**src/rtl/aibcr3_txdig_seq_if.sv**
```systemverilog
// TX sequencer interface: request/mode/data inputs and TX-cell control/data outputs.
interface aibcr3_txdig_seq_if;
  logic itx_req;
  logic iddr_mode;
  logic iasync_mode;
  logic idat0;
  logic idat1;
  logic iasync_data;
  logic oipadrstb;
  logic oirstb;
  logic oitx_en;
  logic oidataselb;
  logic oiddrctrl;
  logic odat0;
  logic odat1;
  logic oasync_data;
  logic otx_ready;
  logic obusy;

  modport master (
    output itx_req, iddr_mode, iasync_mode, idat0, idat1, iasync_data,
    input  oipadrstb, oirstb, oitx_en, oidataselb, oiddrctrl,
           odat0, odat1, oasync_data, otx_ready, obusy
  );

  modport slave (
    input  itx_req, iddr_mode, iasync_mode, idat0, idat1, iasync_data,
    output oipadrstb, oirstb, oitx_en, oidataselb, oiddrctrl,
           odat0, odat1, oasync_data, otx_ready, obusy
  );
endinterface

```
**src/rtl/aibcr3_txdig_seq.sv**
```systemverilog
// Per-IO AIB TX bring-up/shutdown sequencer with data gating.
// Optional TRAIN state between SETTLE and ACTIVE when TXSEQ_TRAIN_EN is defined.
module aibcr3_txdig_seq #(
  parameter int unsigned PAD_RST_CYC   = 4,
  parameter int unsigned DP_RST_CYC    = 4,
  parameter int unsigned EN_SETTLE_CYC = 8,
  parameter int unsigned DRAIN_CYC     = 4,
  parameter int unsigned TRAIN_CYC     = 16,
  parameter int unsigned CNT_W         = 5
) (
  input  logic                 ilaunch_clk,
  input  logic                 irstb,
  aibcr3_txdig_seq_if.slave    tx
);

  typedef enum logic [2:0] {
    S_IDLE, S_PAD_UP, S_DP_UP, S_SETTLE, S_TRAIN, S_ACTIVE, S_DRAIN, S_TXOFF
  } state_t;

  localparam logic [CNT_W-1:0] PAD_LAST    = (PAD_RST_CYC   == 0) ? '0 : CNT_W'(PAD_RST_CYC - 1);
  localparam logic [CNT_W-1:0] DP_LAST     = (DP_RST_CYC    == 0) ? '0 : CNT_W'(DP_RST_CYC - 1);
  localparam logic [CNT_W-1:0] SETTLE_LAST = (EN_SETTLE_CYC == 0) ? '0 : CNT_W'(EN_SETTLE_CYC - 1);
  localparam logic [CNT_W-1:0] DRAIN_LAST  = (DRAIN_CYC     == 0) ? '0 : CNT_W'(DRAIN_CYC - 1);

  localparam int unsigned MAX_A   = (PAD_RST_CYC > DP_RST_CYC) ? PAD_RST_CYC : DP_RST_CYC;
  localparam int unsigned MAX_B   = (EN_SETTLE_CYC > DRAIN_CYC) ? EN_SETTLE_CYC : DRAIN_CYC;
  localparam int unsigned MAX_AB  = (MAX_A > MAX_B) ? MAX_A : MAX_B;
  localparam int unsigned MAX_CYC = (MAX_AB > TRAIN_CYC) ? MAX_AB : TRAIN_CYC;

  // Counter only reaches N-1, so a CNT_W-bit counter covers N up to 2**CNT_W.
  if (CNT_W < 31 && MAX_CYC > (32'd1 << CNT_W)) begin : g_cnt_w_check
    $error("aibcr3_txdig_seq: CNT_W too narrow for cycle parameters");
  end

  state_t           state, state_nxt;
  logic [CNT_W-1:0] cnt;
  logic             ddr_mode, async_mode;
  logic             padrstb_q, rstb_q, tx_en_q, dataselb_q, ddrctrl_q, ready_q, busy_q;

`ifdef TXSEQ_TRAIN_EN
  localparam logic [CNT_W-1:0] TRAIN_LAST = (TRAIN_CYC == 0) ? '0 : CNT_W'(TRAIN_CYC - 1);
  logic train_tgl;
`endif

  always_comb begin
    state_nxt = state;
    case (state)
      S_IDLE:   if (tx.itx_req) state_nxt = S_PAD_UP;
      S_PAD_UP: if (!tx.itx_req) state_nxt = S_IDLE;
                else if (cnt == PAD_LAST) state_nxt = S_DP_UP;
      S_DP_UP:  if (!tx.itx_req) state_nxt = S_IDLE;
                else if (cnt == DP_LAST) state_nxt = S_SETTLE;
      S_SETTLE: if (!tx.itx_req) state_nxt = S_TXOFF;
`ifdef TXSEQ_TRAIN_EN
                else if (cnt == SETTLE_LAST) state_nxt = S_TRAIN;
      S_TRAIN:  if (!tx.itx_req) state_nxt = S_TXOFF;
                else if (cnt == TRAIN_LAST) state_nxt = S_ACTIVE;
`else
                else if (cnt == SETTLE_LAST) state_nxt = S_ACTIVE;
`endif
      S_ACTIVE: if (!tx.itx_req) state_nxt = S_DRAIN;
      S_DRAIN:  if (cnt == DRAIN_LAST) state_nxt = S_TXOFF;
      S_TXOFF:  state_nxt = S_IDLE;
      default:  state_nxt = S_IDLE;
    endcase
  end

  // Control outputs are registered from the next state so they change with the state itself.
  always_ff @(posedge ilaunch_clk or negedge irstb) begin
    if (!irstb) begin
      state      <= S_IDLE;
      cnt        <= '0;
      ddr_mode   <= 1'b0;
      async_mode <= 1'b0;
      padrstb_q  <= 1'b0;
      rstb_q     <= 1'b0;
      tx_en_q    <= 1'b0;
      dataselb_q <= 1'b1;
      ddrctrl_q  <= 1'b0;
      ready_q    <= 1'b0;
      busy_q     <= 1'b0;
`ifdef TXSEQ_TRAIN_EN
      train_tgl  <= 1'b0;
`endif
    end else begin
      state <= state_nxt;
      cnt   <= (state_nxt != state) ? '0 : cnt + 1'b1;
      if (state == S_IDLE && tx.itx_req) begin
        ddr_mode   <= tx.iddr_mode;
        async_mode <= tx.iasync_mode;
      end
      padrstb_q  <= (state_nxt != S_IDLE);
      rstb_q     <= (state_nxt != S_IDLE) && (state_nxt != S_PAD_UP);
      tx_en_q    <= (state_nxt inside {S_SETTLE, S_TRAIN, S_ACTIVE, S_DRAIN});
      dataselb_q <= (state_nxt == S_IDLE) ? 1'b1
                  : (state == S_IDLE) ? ~tx.iasync_mode : ~async_mode;
      ddrctrl_q  <= (state_nxt == S_IDLE) ? 1'b0
                  : (state == S_IDLE) ? tx.iddr_mode : ddr_mode;
      ready_q    <= (state_nxt == S_ACTIVE);
      busy_q     <= (state_nxt != S_IDLE) && (state_nxt != S_ACTIVE);
`ifdef TXSEQ_TRAIN_EN
      train_tgl  <= (state_nxt == S_TRAIN && state != S_TRAIN) ? 1'b1 : ~train_tgl;
`endif
    end
  end

  always_comb begin
    tx.odat0       = 1'b0;
    tx.odat1       = 1'b0;
    tx.oasync_data = 1'b0;
    case (state)
      S_ACTIVE: begin
        if (async_mode) begin
          tx.oasync_data = tx.iasync_data;
        end else begin
          tx.odat0 = tx.idat0;
          tx.odat1 = tx.idat1;
        end
      end
`ifdef TXSEQ_TRAIN_EN
      S_TRAIN: begin
        if (async_mode) tx.oasync_data = train_tgl;
        else            tx.odat0       = 1'b1;
      end
`endif
      default: ;
    endcase
  end

  assign tx.oipadrstb  = padrstb_q;
  assign tx.oirstb     = rstb_q;
  assign tx.oitx_en    = tx_en_q;
  assign tx.oidataselb = dataselb_q;
  assign tx.oiddrctrl  = ddrctrl_q;
  assign tx.otx_ready  = ready_q;
  assign tx.obusy      = busy_q;

endmodule
```
**src/flat_wrapper.sv**
```systemverilog
// flat-port wrapper written by rule: the top's interface ports become plain ports
module aibcr3_txdig_seq_flat 
#(
  parameter int unsigned PAD_RST_CYC   = 4,
  parameter int unsigned DP_RST_CYC    = 4,
  parameter int unsigned EN_SETTLE_CYC = 8,
  parameter int unsigned DRAIN_CYC     = 4,
  parameter int unsigned TRAIN_CYC     = 16,
  parameter int unsigned CNT_W         = 5
)
  (ilaunch_clk, irstb, tx_itx_req, tx_iddr_mode, tx_iasync_mode, tx_idat0, tx_idat1, tx_iasync_data, tx_oipadrstb, tx_oirstb, tx_oitx_en, tx_oidataselb, tx_oiddrctrl, tx_odat0, tx_odat1, tx_oasync_data, tx_otx_ready, tx_obusy);
  aibcr3_txdig_seq_if tx_i ();
  input  logic ilaunch_clk;
  input  logic irstb;
  input wire logic [$bits(tx_i.itx_req)-1:0] tx_itx_req;
  input wire logic [$bits(tx_i.iddr_mode)-1:0] tx_iddr_mode;
  input wire logic [$bits(tx_i.iasync_mode)-1:0] tx_iasync_mode;
  input wire logic [$bits(tx_i.idat0)-1:0] tx_idat0;
  input wire logic [$bits(tx_i.idat1)-1:0] tx_idat1;
  input wire logic [$bits(tx_i.iasync_data)-1:0] tx_iasync_data;
  output wire logic [$bits(tx_i.oipadrstb)-1:0] tx_oipadrstb;
  output wire logic [$bits(tx_i.oirstb)-1:0] tx_oirstb;
  output wire logic [$bits(tx_i.oitx_en)-1:0] tx_oitx_en;
  output wire logic [$bits(tx_i.oidataselb)-1:0] tx_oidataselb;
  output wire logic [$bits(tx_i.oiddrctrl)-1:0] tx_oiddrctrl;
  output wire logic [$bits(tx_i.odat0)-1:0] tx_odat0;
  output wire logic [$bits(tx_i.odat1)-1:0] tx_odat1;
  output wire logic [$bits(tx_i.oasync_data)-1:0] tx_oasync_data;
  output wire logic [$bits(tx_i.otx_ready)-1:0] tx_otx_ready;
  output wire logic [$bits(tx_i.obusy)-1:0] tx_obusy;
  assign tx_i.itx_req = tx_itx_req;
  assign tx_i.iddr_mode = tx_iddr_mode;
  assign tx_i.iasync_mode = tx_iasync_mode;
  assign tx_i.idat0 = tx_idat0;
  assign tx_i.idat1 = tx_idat1;
  assign tx_i.iasync_data = tx_iasync_data;
  assign tx_oipadrstb = tx_i.oipadrstb;
  assign tx_oirstb = tx_i.oirstb;
  assign tx_oitx_en = tx_i.oitx_en;
  assign tx_oidataselb = tx_i.oidataselb;
  assign tx_oiddrctrl = tx_i.oiddrctrl;
  assign tx_odat0 = tx_i.odat0;
  assign tx_odat1 = tx_i.odat1;
  assign tx_oasync_data = tx_i.oasync_data;
  assign tx_otx_ready = tx_i.otx_ready;
  assign tx_obusy = tx_i.obusy;
  aibcr3_txdig_seq #(.PAD_RST_CYC(PAD_RST_CYC), .DP_RST_CYC(DP_RST_CYC), .EN_SETTLE_CYC(EN_SETTLE_CYC), .DRAIN_CYC(DRAIN_CYC), .TRAIN_CYC(TRAIN_CYC), .CNT_W(CNT_W)) u_core (.ilaunch_clk(ilaunch_clk), .irstb(irstb), .tx(tx_i));
endmodule
```
**config.mk**
```make
export PLATFORM = sky130hd
export DESIGN_NAME = aibcr3_txdig_seq_flat
export DESIGN_NICKNAME = d
export VERILOG_FILES = /design/src/rtl/aibcr3_txdig_seq_if.sv /design/src/rtl/aibcr3_txdig_seq.sv /design/src/flat_wrapper.sv
export SDC_FILE = /design/constraint.sdc
export NUM_CORES = 1
export LEC_CHECK = 0
export CORE_MARGIN = 10
export CORE_UTILIZATION = 44
export CTS_CLUSTER_DIAMETER = 30
export DETAILED_ROUTE_END_ITERATION = 10
export PLACE_DENSITY = 0.72
export SYNTH_ARGS = -nofsm -noshare
export SYNTH_HDL_FRONTEND = slang
export SYNTH_SLANG_ARGS = --single-unit
export TNS_END_PERCENT = 10
```
**constraint.sdc**
```tcl
create_clock -name ilaunch_clk -period 1.76 [get_ports ilaunch_clk]
set_input_delay 0.176 -clock ilaunch_clk [delete_from_list [all_inputs] [get_ports ilaunch_clk]]
set_output_delay 0.176 -clock ilaunch_clk [all_outputs]
set_load 0.05 [all_outputs]
```
==> GITHUB_STEP_SUMMARY <==
### Flow metrics

| Metric | Value |
|---|---|
| Tap Cells | 28 |
| Met3 Wirelength | 127 µm |
| VDD IR max | 0.7570 mV |
| First-pass GRT wire length | 3905 µm |
| Final instance area | 0.001321 mm² |
| Critical path's top delay family | simple AND/OR/NAND/NOR gates |
| # diodes | 0 |
| Fmax | 586.0 MHz |
| Crit path buf inv count | 1 |
| P_comb | 0.541 mW |
| Slowest-stage cell, CP | dfrtp_2 |
| GRT busiest layer | met2 |
| Fp_density | 0.4667 |
| Status | complete, no violations |
| Log Warnings | 28 |
| First DRT Iteration DRCs | 38 |
| Mapped Cells | 102 |
| Area grow syn2layout | 25.57% |
| Top Registers | u_core.cnt x5, u_core.state x3 |
| Synth area leader | dfrtp_1 |
| Worst R2R End | u_core.cnt[3] |
| Clk sinks | 17 |
| Global routing usage on met2 | 0.1792 |
| Multi-input gates | 76 |
| Placed cell areas | 0.001275 mm² |
| Post-Synthesis Cell Area | 0.001052 mm² |
| Pins Over Slew Limit | 0 |
| Top class by area | logic gates |
| PnR Total Power | 1.293 mW |
| # Post-CTS Setup Buffers | 2 |
| Port Buffers | 17 |
| Slew @ Worst Pin | 0.5159 ns |
| Met1 Use GR | 0.1276 |
| Seq share, synth | 0.4055 |
| Psw | 0.4953 mW |
| Chip area in the Yosys report | 0.001052 mm² |
| Pwr top | sequential cells |
| Clock buffers | 3 |
| Hold_ws | 0.2050 ns |
| H-tree Lvls | 1 |
| RSZ-0062 raised after global routing | yes |
| Pre-CTS WS | 0.08240 ns |
| Yosys top cell by instances | dfrtp_1 |
| Critical path depth | 3 |
| Yosys warns | 0 |
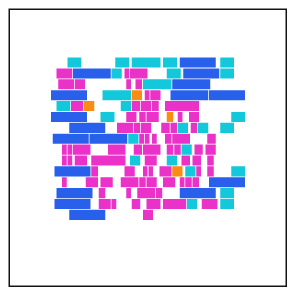
*Placed cells, one color a class*
Scale: 4 px per µm.
Key: orange = clock drivers and dummy loads [cells 4]; blue = flops [cells 17]; cyan = other buffers and delay cells [cells 26]; magenta = combinational and other logic [cells 77]
row cnt: 17
fin util: 0.5860
CORE AREA: 0.002255 mm²
fraction of area in registers: 0.3258

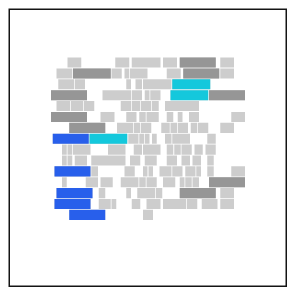
*Where the registers sit*
Scale: 4 px per µm. Other sequential cells in the stronger gray, the rest of the logic in the fainter gray.
Key: cyan = u_core.state [flops 3]; blue = u_core.cnt [flops 5]
Another 9 sequential cells are not colored.

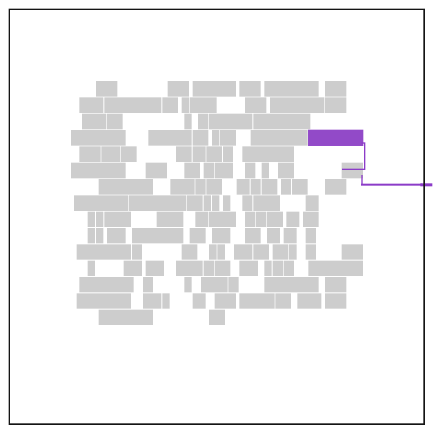
*Port wiring*
Scale: 6 px per µm.
Key: purple = tx_oirstb [bits 1, direction output, edge right, end cells 1, buffers 1, wire 20.0 µm]

Power figures rest on the tool's default switching activity, not on a simulated workload.
